### config.mk
export PLATFORM = sky130hd
export DESIGN_NAME = echo_delay_ctrl
export DESIGN_NICKNAME = d
export VERILOG_FILES = /design/src/rtl/echo_pkg.sv /design/src/rtl/valid_edge_det.sv /design/src/rtl/echo_delay_ctrl.sv
export SDC_FILE = /design/constraint.sdc
export NUM_CORES = 1
export LEC_CHECK = 0
export CAP_MARGIN = 20
export CORE_MARGIN = 4
export CORE_UTILIZATION = 50
export CTS_CLUSTER_DIAMETER = 200
export CTS_CLUSTER_SIZE = 10
export DETAILED_ROUTE_END_ITERATION = 7
export HOLD_SLACK_MARGIN = 0.03
export PLACE_DENSITY_LB_ADDON = 0.3
export SYNTH_ARGS = -nofsm -noshare
export SYNTH_HDL_FRONTEND = slang
export SYNTH_HIERARCHICAL = 1
export SYNTH_SLANG_ARGS = --single-unit
### constraint.sdc
create_clock -name sysclk -period 5.5 [get_ports sysclk]
set_input_delay 1.1 -clock sysclk [delete_from_list [all_inputs] [get_ports sysclk]]
set_output_delay 1.1 -clock sysclk [all_outputs]
set_load 0.01 [all_outputs]
### src/rtl/echo_pkg.sv
// Shared constants and types for the echo delay-line controller.
`timescale 1ns/1ps
package echo_pkg;
  localparam int DATA_W = 10;
  localparam int ADDR_W = 12;

  typedef enum logic [1:0] {
    IDLE,
    RD,
    RDW,
    WR
  } state_e;

  typedef logic signed [DATA_W-1:0] sample_t;
endpackage

### src/rtl/valid_edge_det.sv
// Turns a sample-ready level into a single-cycle strobe on its rising edge.
`timescale 1ns/1ps
module valid_edge_det (
  input  logic clk,
  input  logic rst,
  input  logic level,
  output logic strobe
);
  logic lvl_q, lvl_d;

  always_comb lvl_d = level;

  always_ff @(posedge clk) begin
    if (rst) lvl_q <= 1'b0;
    else     lvl_q <= lvl_d;
  end

  assign strobe = level & ~lvl_q;
endmodule

### src/rtl/echo_delay_ctrl.sv
// Circular delay-line sequencer for the echo path (RD, RDW, WR per sample).
// Define ECHO_ATTEN_EN to shift the echo sample right by ATTEN_SHIFT.
`timescale 1ns/1ps
module echo_delay_ctrl #(
  parameter int ADDR_W      = echo_pkg::ADDR_W,
  parameter int DATA_W      = echo_pkg::DATA_W,
  parameter int ATTEN_SHIFT = 1
) (
  input  logic              sysclk,
  input  logic              reset,
  input  logic              data_valid,
  input  logic [DATA_W-1:0] sample_in,
  input  logic [ADDR_W-1:0] delay_len,
  output logic [ADDR_W-1:0] ram_addr,
  output logic              ram_we,
  output logic [DATA_W-1:0] ram_wdata,
  input  logic [DATA_W-1:0] ram_rdata,
  output logic [DATA_W-1:0] echo_out,
  output logic              echo_valid,
  output logic              primed,
  output logic              overrun
);
  import echo_pkg::*;

`ifdef ECHO_ATTEN_EN
  localparam int ATTEN_ON = 1;
`else
  localparam int ATTEN_ON = 0;
`endif
  localparam int SHIFT = ATTEN_SHIFT * ATTEN_ON;

  state_e state_q, state_d;
  logic [ADDR_W-1:0] wr_ptr_q, wr_ptr_d;
  logic [ADDR_W-1:0] fill_q, fill_d;
  logic [ADDR_W-1:0] dl_q, dl_d;
  logic [DATA_W-1:0] samp_q, samp_d;
  logic [DATA_W-1:0] echo_out_q, echo_out_d;
  logic echo_valid_q, echo_valid_d;
  logic primed_q, primed_d;
  logic overrun_q, overrun_d;

  logic strobe;
  logic [ADDR_W-1:0] eff_len, rd_ptr, fill_inc;
  logic [DATA_W-1:0] echo_shf;

  valid_edge_det u_edge (
    .clk    (sysclk),
    .rst    (reset),
    .level  (data_valid),
    .strobe (strobe)
  );

  assign eff_len  = (delay_len == '0) ? ADDR_W'(1) : delay_len;
  assign rd_ptr   = wr_ptr_q - eff_len;
  assign fill_inc = (fill_q >= eff_len) ? eff_len
                                        : fill_q + ADDR_W'(1);
  assign echo_shf = DATA_W'($signed(ram_rdata) >>> SHIFT);

  always_comb begin
    state_d      = state_q;
    wr_ptr_d     = wr_ptr_q;
    fill_d       = fill_q;
    dl_d         = delay_len;
    samp_d       = samp_q;
    echo_out_d   = echo_out_q;
    echo_valid_d = 1'b0;
    primed_d     = primed_q;
    overrun_d    = overrun_q;
    ram_addr     = '0;
    ram_we       = 1'b0;
    ram_wdata    = '0;

    if (strobe) begin
      if (state_q == IDLE) samp_d = sample_in;
      else                 overrun_d = 1'b1;
    end

    unique case (state_q)
      IDLE: if (strobe) state_d = RD;
      RD: begin
        ram_addr = rd_ptr;
        state_d  = RDW;
      end
      RDW: begin
        ram_addr     = rd_ptr;
        echo_out_d   = primed_q ? echo_shf : '0;
        echo_valid_d = 1'b1;
        state_d      = WR;
      end
      WR: begin
        // Gate by reset so an abort in WR never commits a write.
        ram_addr  = wr_ptr_q;
        ram_we    = ~reset;
        ram_wdata = samp_q;
        wr_ptr_d  = wr_ptr_q + ADDR_W'(1);
        fill_d    = fill_inc;
        primed_d  = (fill_inc >= eff_len);
        state_d   = IDLE;
      end
      default: state_d = IDLE;
    endcase

    // A new delay invalidates the history; this wins over the WR update.
    if (delay_len != dl_q) begin
      fill_d   = '0;
      primed_d = 1'b0;
    end
  end

  always_ff @(posedge sysclk) begin
    if (reset) begin
      state_q      <= IDLE;
      wr_ptr_q     <= '0;
      fill_q       <= '0;
      dl_q         <= '0;
      samp_q       <= '0;
      echo_out_q   <= '0;
      echo_valid_q <= 1'b0;
      primed_q     <= 1'b0;
      overrun_q    <= 1'b0;
    end else begin
      state_q      <= state_d;
      wr_ptr_q     <= wr_ptr_d;
      fill_q       <= fill_d;
      dl_q         <= dl_d;
      samp_q       <= samp_d;
      echo_out_q   <= echo_out_d;
      echo_valid_q <= echo_valid_d;
      primed_q     <= primed_d;
      overrun_q    <= overrun_d;
    end
  end

  assign echo_out   = echo_out_q;
  assign echo_valid = echo_valid_q;
  assign primed     = primed_q;
  assign overrun    = overrun_q;
endmodule

pins.png
The bar under the picture is 20 µm long. Pins as bars across the die edge, other pins in grey.
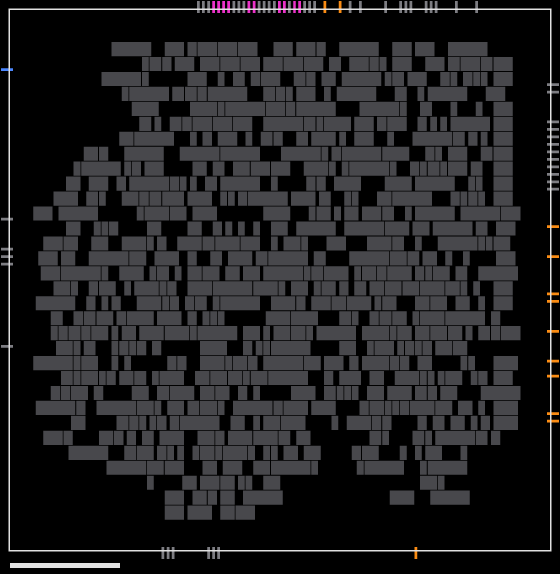
Key: blue = sysclk [pins 1, direction input, edge left]; orange = ram_addr [pins 12, direction output, edge 9 right, 2 top, 1 bottom]; magenta = ram_rdata [pins 10, direction input, edge top]
All pins by edge: 37 top, 21 right, 7 bottom, 6 left.

final_clocks.png
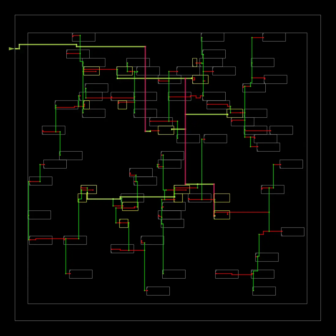
clock group power: 0.360 mW
skew final: 11.93 ps
Flops: 62

==> flow_metrics.tcl <==
# place-and-route summary
set metrics [dict create \
    ys_chip_area_um2 4070 \
    top_cells_by_area "dfxtp_1 (30%), ha_1 (12%), nor2_1 (5.8%), a21oi_1 (5.8%), nand2_1 (5.0%)" \
    final_nets 673 \
    fp_util_pct 52.13 \
    dr.pass1.iters 4 \
    totalWireLength_um 10630 \
    syn_area_um2 4070 \
    largestRegisters "dl_q (12), fill_q (12), wr_ptr_q (12)" \
    fmax_mhz 189.8 \
    antenna_cells 0 \
    p_leak_nw 2.201 \
    avgViaCountPerCell 5.449 \
    drive_gt1_share_pct 8.472 \
    max_slew_margin_pct 47.91 \
    ys_seq_share_pct 30.49 \
    ctsResizeCount 1 \
    yosys.cell_count.top_type "nor2_1" \
    synthTopCellsByCount "nor2_1 (63), dfxtp_1 (62), nand2_1 (54)" \
    yosys_register_bits 62 \
    cp-start-kind "primary input" \
    fillers 676 \
    dieArea_um2 9648 \
    status "finished, final reports clean" \
    gp_congestion 0.9103 \
    critical_path_required_ps 4400 \
    period_needed_ps 5268 \
    grt_pass1_wl_um 18000 \
    num_vias 3836 \
    syn-mean-instance-area_um2 7.888 \
    fin_util_pct 66.07 \
    fin_cells 704 \
    dieWidth_um 98.23 \
    rr_worst_depth 14 \
    grt.total_usage_pct 22.66 \
    route.met3.wl_um 486 \
    finalClockPeriodUsage_pct 95.77 \
    p_per_area_nw_per_um2 239.2 \
    fp_nets 592 \
    worst-path-max-fanout 4 \
    clock_latency_ps 350 \
    min_path_cells 2 \
    cts_sinks 62 \
    grt_pass1_vias 3723 \
    post_cts_buffers 0 \
    hold_violations 0 \
    hpwl_um 8093 \
    crit_family "AND-OR/OR-AND gates" \
    die_y_um 98.23 \
    vdd_drop_max_uv 125.3 \
    routed.top_layer "met4" \
]
==> routing by layer <==
metal	vias to the layer above	global-route usage [%]
met5	-	0
met2	98	38.32
met1	1782	29.50
li1	1938	-
met3	18	4.786
met4	0	5.777
==> worst max path at each step <==
stage	from	end	slack, ps	cells after the start
after floorplan	delay_len[4]	ram_addr[10]	1160	12
after global placement	delay_len[1]	ram_addr[10]	40	14
after detailed placement	delay_len[1]	ram_addr[10]	-4	14
after CTS	delay_len[4]	ram_addr[10]	20	15
after global routing	delay_len[6]	ram_addr[11]	10	12
final	delay_len[7]	ram_addr[11]	230	13
==> worst min-delay path: cells and delay by family (launching register included) <==
kind | cells | cell delay [ps]
compound gates | 1 | 50
flops | 1 | 310
simple gates | 1 | 50
==> layout make-up <==
type	count	area (µm²)	share of cell area [%]
clock buffer	11	141.4	2.741
tap	102	127.6	2.474
multi-input combinational	404	2645	51.27
timing repair buffer	90	855.8	16.59
clock inverter	5	35.03	0.6791
inverter	30	112.6	2.183
sequential	62	1241	24.06
==> kinds of logic (layout without fill, tap and decap cells) <==
family                   Yosys count  in the layout  synth area share [%]
buffers and inverters             50            136                 5.011
XOR/XNOR                          38             38                 8.177
flip-flops                        62             62                 30.49
AND-OR/OR-AND                    126            126                 18.75
AND/OR/NAND/NOR                  193            193                 23.24
adder cells (fa/ha/maj)           41             41                 12.79
multiplexers                       6              6                 1.537
==> power breakdown <==
| group | internal, mW | total [mW] | switching, mW |
|---|---|---|---|
| Combinational | 0.160 | 0.381 | 0.221 |
| Sequential | 0.477 | 0.493 | 0.0159 |
| Clock | 0.175 | 0.360 | 0.185 |
| Total | 0.812 | 1.23 | 0.422 |
No activity file was given, so power comes from the tool's default toggle rates.
